**src/rtl/ym3438_timer_regs.sv**
```systemverilog
// OPN2 timer register file (0x24-0x27) with Timer A (10-bit) and Timer B (8-bit, /16 prescaled).
// Produces sticky overflow flags, a Timer A overflow pulse and the CH3 mode bits.
module ym3438_timer_regs (
    input  logic       MCLK,
    input  logic       reset,
    input  logic       sample_tick,
    input  logic       write_addr_en,
    input  logic       write_data_en,
    input  logic [7:0] data_bus,
    input  logic       bank,
    output logic       timer_a,
    output logic       timer_b,
    output logic       timer_a_ovf,
    output logic [1:0] ch3_mode
);

    logic [8:0] addr_reg;
    logic [9:0] ta_reg;
    logic [7:0] tb_reg;
    logic       load_a_reg, load_b_reg, en_a_reg, en_b_reg;
    logic       pend_a_reg, pend_a_next, pend_b_reg, pend_b_next;
    logic [9:0] cnt_a_reg, cnt_a_next;
    logic [7:0] cnt_b_reg, cnt_b_next;
    logic [3:0] psc_reg;
    logic       flag_a_reg, flag_a_next, flag_b_reg, flag_b_next;
    logic       ovf_a_reg;
    logic [1:0] ch3_reg;

    logic [3:0] wr_sel;
    logic       a_tick, b_tick, a_wrap, b_wrap;

    // One select line per register 0x024..0x027; bank=1 never matches.
    genvar gi;
    generate
        for (gi = 0; gi < 4; gi++) begin : g_dec
            assign wr_sel[gi] = write_data_en && (addr_reg == (9'h024 + 9'(gi)));
        end
    endgenerate

    assign a_tick = sample_tick && load_a_reg;
    assign b_tick = sample_tick && load_b_reg && (psc_reg == 4'hF);
    assign a_wrap = a_tick && !pend_a_reg && (cnt_a_reg == 10'h3FF);
    assign b_wrap = b_tick && !pend_b_reg && (cnt_b_reg == 8'hFF);

    always_comb begin
        cnt_a_next  = cnt_a_reg;
        pend_a_next = pend_a_reg;
        flag_a_next = flag_a_reg;
        if (a_tick) begin
            cnt_a_next  = (pend_a_reg || a_wrap) ? ta_reg : cnt_a_reg + 10'd1;
            pend_a_next = 1'b0;
        end
        // Arming only happens while LOAD_A is 0, so it never collides with a consume.
        if (wr_sel[3] && data_bus[0] && !load_a_reg)
            pend_a_next = 1'b1;
        if (a_wrap && en_a_reg)
            flag_a_next = 1'b1;
        else if (wr_sel[3] && data_bus[4])
            flag_a_next = 1'b0;
    end

    always_comb begin
        cnt_b_next  = cnt_b_reg;
        pend_b_next = pend_b_reg;
        flag_b_next = flag_b_reg;
        if (b_tick) begin
            cnt_b_next  = (pend_b_reg || b_wrap) ? tb_reg : cnt_b_reg + 8'd1;
            pend_b_next = 1'b0;
        end
        if (wr_sel[3] && data_bus[1] && !load_b_reg)
            pend_b_next = 1'b1;
        if (b_wrap && en_b_reg)
            flag_b_next = 1'b1;
        else if (wr_sel[3] && data_bus[5])
            flag_b_next = 1'b0;
    end

    always_ff @(posedge MCLK or posedge reset) begin
        if (reset) begin
            addr_reg   <= 9'h000;
            ta_reg     <= 10'h000;
            tb_reg     <= 8'h00;
            load_a_reg <= 1'b0;
            load_b_reg <= 1'b0;
            en_a_reg   <= 1'b0;
            en_b_reg   <= 1'b0;
            ch3_reg    <= 2'b00;
            pend_a_reg <= 1'b0;
            pend_b_reg <= 1'b0;
            cnt_a_reg  <= 10'h000;
            cnt_b_reg  <= 8'h00;
            psc_reg    <= 4'h0;
            flag_a_reg <= 1'b0;
            flag_b_reg <= 1'b0;
            ovf_a_reg  <= 1'b0;
        end else begin
            if (write_addr_en)
                addr_reg <= {bank, data_bus};
            if (wr_sel[0])
                ta_reg[9:2] <= data_bus;
            if (wr_sel[1])
                ta_reg[1:0] <= data_bus[1:0];
            if (wr_sel[2])
                tb_reg <= data_bus;
            if (wr_sel[3]) begin
                load_a_reg <= data_bus[0];
                load_b_reg <= data_bus[1];
                en_a_reg   <= data_bus[2];
                en_b_reg   <= data_bus[3];
                ch3_reg    <= data_bus[7:6];
            end
            if (sample_tick)
                psc_reg <= psc_reg + 4'd1;
            pend_a_reg <= pend_a_next;
            pend_b_reg <= pend_b_next;
            cnt_a_reg  <= cnt_a_next;
            cnt_b_reg  <= cnt_b_next;
            flag_a_reg <= flag_a_next;
            flag_b_reg <= flag_b_next;
            ovf_a_reg  <= a_wrap;
        end
    end

    assign timer_a     = flag_a_reg;
    assign timer_b     = flag_b_reg;
    assign timer_a_ovf = ovf_a_reg;
    assign ch3_mode    = ch3_reg;

endmodule

```
**config.mk**
```make
export PLATFORM = sky130hd
export DESIGN_NAME = ym3438_timer_regs
export DESIGN_NICKNAME = d
export VERILOG_FILES = /design/src/rtl/ym3438_timer_regs.sv
export SDC_FILE = /design/constraint.sdc
export NUM_CORES = 1
export LEC_CHECK = 0
export CORE_MARGIN = 2
export CORE_UTILIZATION = 44
export DETAILED_ROUTE_END_ITERATION = 8
export GPL_ROUTABILITY_DRIVEN = 0
export HOLD_SLACK_MARGIN = 0.02
export PLACE_DENSITY_LB_ADDON = 0.08
export SYNTH_ARGS = -nofsm -noshare
export SYNTH_HDL_FRONTEND = slang
export SYNTH_SLANG_ARGS = --single-unit
export TNS_END_PERCENT = 100
```
**constraint.sdc**
```tcl
create_clock -name MCLK -period 5.29 [get_ports MCLK]
set_input_delay 1.058 -clock MCLK [delete_from_list [all_inputs] [get_ports MCLK]]
set_output_delay 1.058 -clock MCLK [all_outputs]
set_load 0.1 [all_outputs]
```
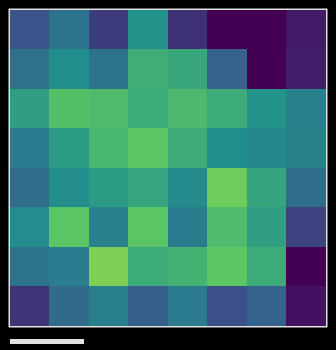
**Above:** local utilization.
The bar under the picture is 20 um long. The die is cut into 8 by 8 equal tiles; dark purple is low, yellow is high, 0 to 100% covered.
tiles over 75% full: 3.1%
emptiest ninth of the die: upper right
mean over tiles: 45%
nearly empty tiles: 6.2%
Init Core Util: 45.4%
core region area: 0.00635 sq mm
fin util: 52.1%

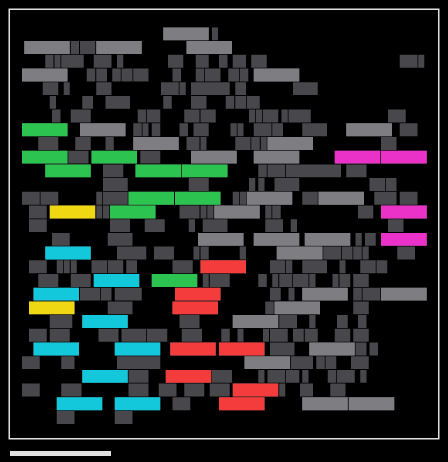
**Above:** sequential cells grouped by signal name.
The bar under the picture is 20 um long.
legend:
  tb_reg:
    colour: red
    placed_flops: 8
    where: bottom centre
  psc_reg:
    colour: magenta
    placed_flops: 4
    where: middle right
  ch3_mode:
    colour: yellow
    placed_flops: 2
  ta_reg:
    colour: green
    placed_flops: 10
  addr_reg:
    colour: cyan
    placed_flops: 9
    where: lower left
Register Area: 0.00150 sq mm
register share of the cell area: 45.4%

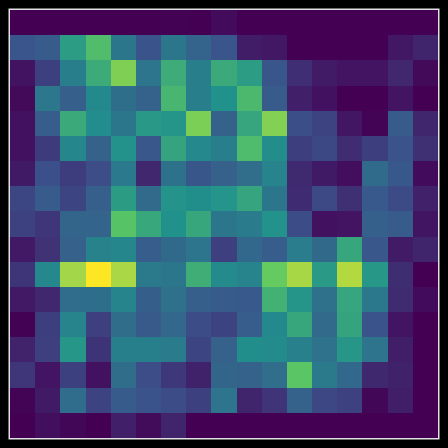
**Above:** wire density map.
The die is cut into 17 by 17 equal tiles; dark purple is low, yellow is high, scaled to the fullest tile. Values are wire area over tile area, all layers added.
nearly empty tiles: 16%
tiles over half the peak: 16%
mean over tiles: 0.13
densest ninth of the die: centre
fullest tile: 0.48
Overall Global Routing Usage: 18.4%
vias: 2041

==> out/qor.yml <==
status:
  run_status: "complete, no violations"
yosys:
  yosysWarningCount: 0
  synthesis.nets: 271
global_routing:
  antenna_found_initial: 0
critical_path:
  crit_path_max_incr_delay_ps: 1140
  r2r_end: "cnt_b_reg[1]"
  cp_top_family: "buffers and inverters"
  regToRegSetupSlack_ps: 2970
  r2r_start: "cnt_b_reg[0]"
  critPathLaunchType: "flop"
clocking:
  htree_levels: 3
  cts_buffers: 9
sta:
  slew_headroom_pct: 28.9
  period_needed_ps: 2910
  clock.fmax_mhz: 344
  setup_violations: 0
  tightest_slew_ps: 1050
placement:
  dpl.hpwl_um: 4070
  place.port_buffers: 18
pwr:
  p_int_mw: 0.839
  p_seq_share_pct: 49.3
  p_per_area_mw_per_mm2: 342
  power.switching_mw: 0.295
  maxPowerGroup: "sequential cells"
die:
  taps: 77
  die_w_um: 85.0
  pin_count: 19
cells_and_area:
  sh_comb_area_pct: 39.5
  inverters: 4
  flops: 60
hold_path:
  min-delay-start: "psc_reg[3]"
  hold_depth: 1
drt:
  drtPass1Iterations: 4
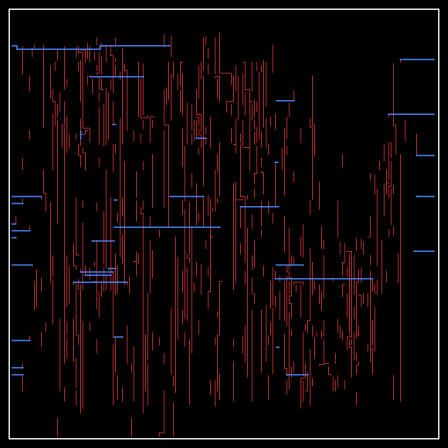
**Above:** metal layers overlaid.
Only two layers are drawn.
legend:
  met3:
    colour: blue
    wire_length: 194 um
  met2:
    colour: red
    wire_length: 2590 um
final WL: 6040 um
routed len/inst: 17.2 um

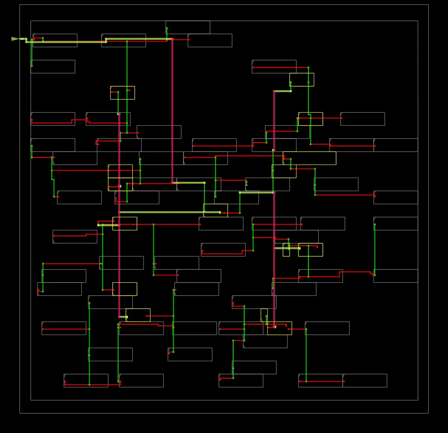
**Above:** clock wiring as the flow saved it.
clock group power: 0.426 mW
Clock Sinks: 60
worst clock skew: 8.04 ps

per-stage QoR:
step                utilization, %  setup WS, ps  instance area [sq um]  instances  hold WS (ps)
floorplan                        -          2750                   2890        254           439
global placement              48.9          2180                   3110        336           462
detailed placement            48.9          2120                   3110        336           464
CTS                           52.1          2370                   3310        351           477
global route                  52.1          2290                   3310        351           505
finish                        52.1          2380                   3310        351           472
cells in the final DEF, fill, tap and decap left out, types with 2 or more instances in the layout:
cell type	count
a21oi_1	10
mux2_2	27
o311ai_1	2
clkbuf_8	12
inv_1	3
a21o_1	2
a22o_1	2
mux2i_1	5
nand3_1	7
o211ai_1	3
and2_1	2
o21ai_0	10
and4_1	5
a2bb2oi_1	5
dfrtp_1	60
ha_1	3
clkbuf_1	2
xor2_1	2
o2111ai_1	2
nor2_1	7
clkdlybuf4s50_1	18
a31oi_1	2
nand4b_1	2
nand2_1	35
and3_1	6
nand4_1	5
how the worst max path moves through the flow:
stage,startpoint,to,slack [ps],cells past startpoint
after detailed placement,sample_tick,cnt_b_reg[1],2120,5
final,timer_b,timer_b,2380,1
after floorplan,reset,addr_reg[0],2750,1
after global placement,sample_tick,cnt_b_reg[5],2180,5
after CTS,timer_b,timer_b,2370,1
after global routing,sample_tick,cnt_b_reg[5],2290,5
layer usage:
metal	vias to the layer above	GRT usage [%]	share of wire (%)
li1	978	-	-
met1	1007	28.1	52
met2	44	24.7	43
met3	12	4.18	3.2
met4	0	8.23	1.9
met5	-	0	0
kinds of logic after synthesis:
family | after synthesis | synth area share, %
AND-OR/OR-AND | 55 | 14.1
XOR/XNOR | 3 | 0.911
adder cells (fa/ha/maj) | 3 | 1.30
buffers and inverters | 18 | 2.69
flip-flops | 60 | 52.0
multiplexers | 32 | 12.3
AND/OR/NAND/NOR | 83 | 16.7
Power is estimated from default activity; no workload was simulated.
